Fig. 1: the clock network
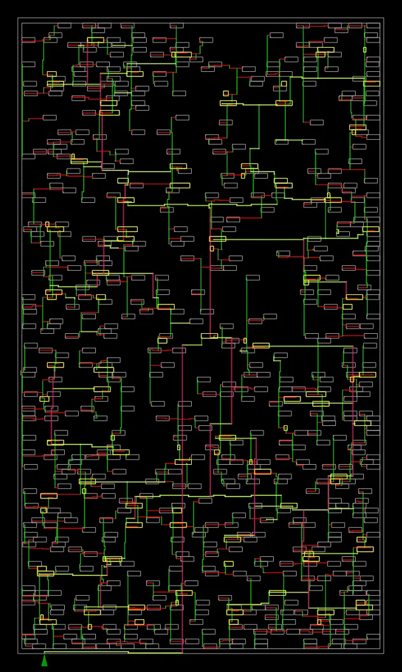
Fig. 2: metal 4
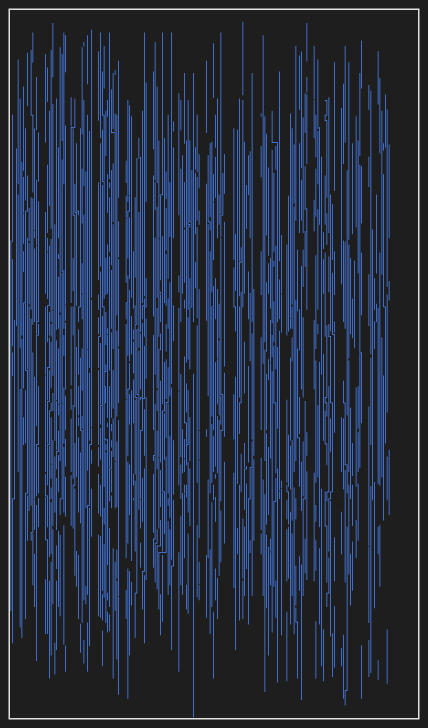
Fig. 3: met3 routing
The bar under the picture is 50 um long.
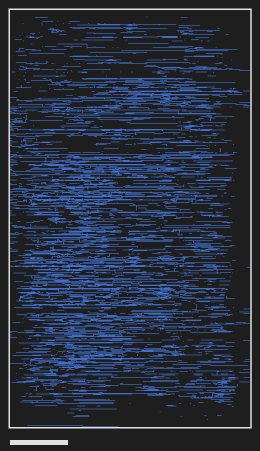
Fig. 4: metal 1
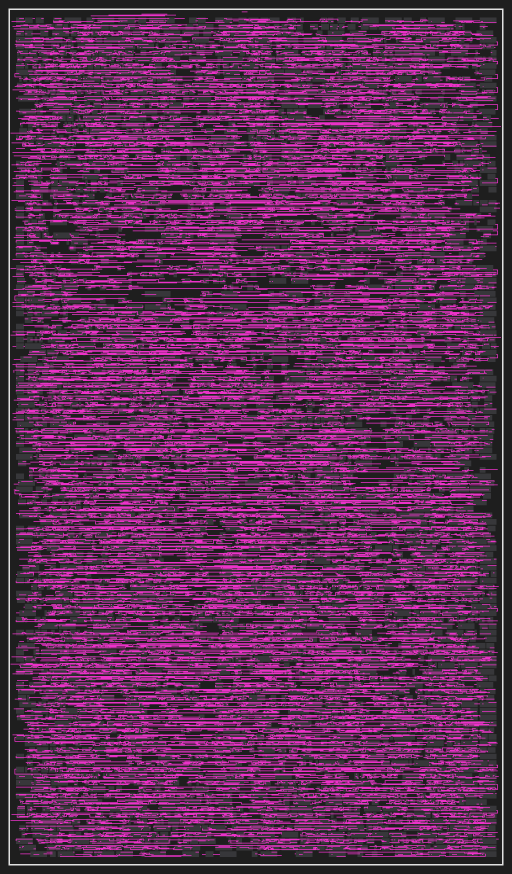
Design regfile_mp, sky130hd; sources not shown.
==> notes.md <==
Implementation results are summarized by area below.

Outcome
The run finished, with violations left. The final reports fail on setup timing.

Drt
After detailed routing, the number of vias per cell comes to roughly 6.8. The number of iterations in the first detailed-routing pass is 9. Per the detail_route log, met2 wirelength is ~90000 um. After detailed routing, the average wire length per cell comes to 35.57 um.

After the first detailed-routing iteration, the DRC count stood at 6382. Once detail routing completed, the nets flagged for antenna violations numbered 0. TritonRoute reported its final design rule violation total as 0.

Yosys
Measured against the total synthesized area, the mux share comes to between 15 and 20%. In this run, synthesis inferred 0 flip-flops with an integrated enable. The total standard cell area after synthesis is between 30000 and 40000 um2. The dominant register cell is dfxtp_1. The async set or reset register ratio after synthesis is 0%. Of the total synthesized cell area, the portion taken by full adders, half adders and majority gates is less than 1%.

Counting the warning lines in the Yosys log gives 0. Counting instances in the post-synthesis netlist gives the leading cell types as 720 x nor2_1, 583 x dfxtp_1, 458 x mux2i_1, 294 x o21ai_0, 252 x nor3_1. The XOR/XNOR share of the synthesized area is less than 1%. Counting every net in the synthesized netlist gives approximately 4.0k. Yosys attributes the largest share of cell area to dfxtp_1 37%, mux2i_1 14%, nor2_1 8.5%. The synthesized design spends more area on one cell type than any other, namely dfxtp_1. The area share of and/or/nand/nor cells after synthesis is 20.79%. Yosys mapped the design onto roughly 90 distinct sky130hd cell types. For this run the top cell type by instance count after synthesis was nor2_1. The cell count listed in synth_stat.txt is 3979.

Place
Per the gpl log, the routability congestion estimate is between 1 and 1.5. The placed instances occupy a cell area of 44470 um2. The half-perimeter wire length of the detailed placement result is 165700 um.

The worst slack at placement is -1.241 ns. Per the placement log, port buffering inserted between 150 and 200 buffers. The instance count after placement with tap cells included is 6030.

Job
OpenROAD emitted warnings numbering 30. The number of maximum-capacitance violations recorded for the run is 0.

Power and ir drop
IR analysis of the VDD net gives a maximum drop of 0.3848 mV. The overall power after layout is around 16 mW.

Worst hold path
The class of the worst hold path is register to register. Along the worst hold path, the cell count comes to 2.

Layout
The register with the most flip-flops in the layout has roughly 510 of them. The fraction of cell area in sequential cells is reported as between 20% and 30%. The count of non-CTS buffers in the layout is between 1.5k and 2k. The non-clock inverter count in the final layout is 19. The net count of the finished layout is between 5k and 6k. 7 antenna diodes ended up in the layout. The final standard cell area without fillers is around 47000 um2. The multi-input gate share of the layout cell area is between 30% and 40%. By area, logic gates come first. The buffer share of cell area is around 28%. From synthesis to final layout, the design area changed by 46.16%.

Clock network
The cell at the root of the clock tree is clkbuf_16. The quantity of hold-fixing buffers added after cts is 0. On the reported timing paths, the clock transition at the registers reads approximately 0.07 ns.

Floorplanning
According to the floorplan log, the row count is between 100 and 150. The overall die size recorded for this design is 73260 um2. The core utilization at floorplan is 45.32%. The floorplan step defined a core boundary enclosing between 70000 and 80000 um2. The horizontal extent of the die is 205.5 um.

Worst setup path
Setup slack on the worst reg-to-reg path comes out at ~0.23 ns. In this run the critical path is formed by clkdlybuf4s50_1 -> buf_4 -> buf_4 -> inv_1 -> nor2_1 -> nand2_1 -> nand2_2 -> buf_4 -> nor4_2 -> buf_4 -> a21oi_1 -> o21ai_0 -> a31oi_1. STA classifies the critical path endpoint as a register. STA lists the maximum fanout along the critical path as 8. The STA report counts the stages on the worst setup path as 13.

GRT
The global-route total usage across every layer is roughly three fifths. The number of antenna violations at the first check in global routing is 6. The layer flagged by global routing as most heavily used is met2.

For met2 alone, demand over resource in global routing was roughly 86%.

Timing
The hold slack is a little under 0.5 ns. The portion of the clock cycle consumed by the worst path in the final layout is 100.6%. In the final report, the number of pins over their slew limit comes to 0.

The final critical-path setup slack is -0.02185 ns. The final-report setup violation count is 3. The transition time at the pin with the least slew margin is roughly 1.1 ns.
About Fig. 1:
Flops: 583
final setup skew: 0.02753 ns
Clock Latency Late Sink: 0.70 ns
clk sinks: 583

About Fig. 2:
- wire length on this layer: 31.2 mm
- main direction: vertical
- longest straight run: 194 um
routed vias: 41.64k
Routed Wire Length: 218500 um

About Fig. 3:
- wire length on this layer: 27.3 mm
- longest straight run: 107 um
- nets with wire on the layer: 1031
- main direction: horizontal
- share of all routed wire: 13%
met3 Track Usage GR: 24.04%

About Fig. 4:
- share of all routed wire: 32%
- main direction: horizontal
- nets with wire on the layer: 4995
- wire length on this layer: 69.6 mm
met1 global-route usage: 61.79%

[placed cells by master, fill, tap and decap left out, drive strengths merged, types with 9 or more instances in the layout]
cell,instances
nor2,720
clkdlybuf4s50,142
and3,22
inv,19
a221oi,30
a211oi,58
nor3,258
clkbuf,84
xor2,15
nand3,76
a21oi,144
a22oi,13
o22ai,155
o21ai,298
and2,25
o31ai,35
a31oi,22
a211o,10
or4,13
a2111oi,19
mux2i,458
nand4,29
nand2,187
nor4,25
o311ai,15
xnor2,9
nor2b,16
or3,25
clkinv,14
or2,24
mux2,26
o211ai,51
o32ai,18
dfxtp,583
buf,1377
o2111ai,12
nand2b,18
o221ai,34
[power breakdown]
group	leakage [nW]	switching, mW	internal (mW)
clock network	0.976	2.90	3.50
registers	4.71	0.0999	6.30
logic	14.1	1.91	1.08
No activity file was given, so power comes from the tool's default toggle rates.
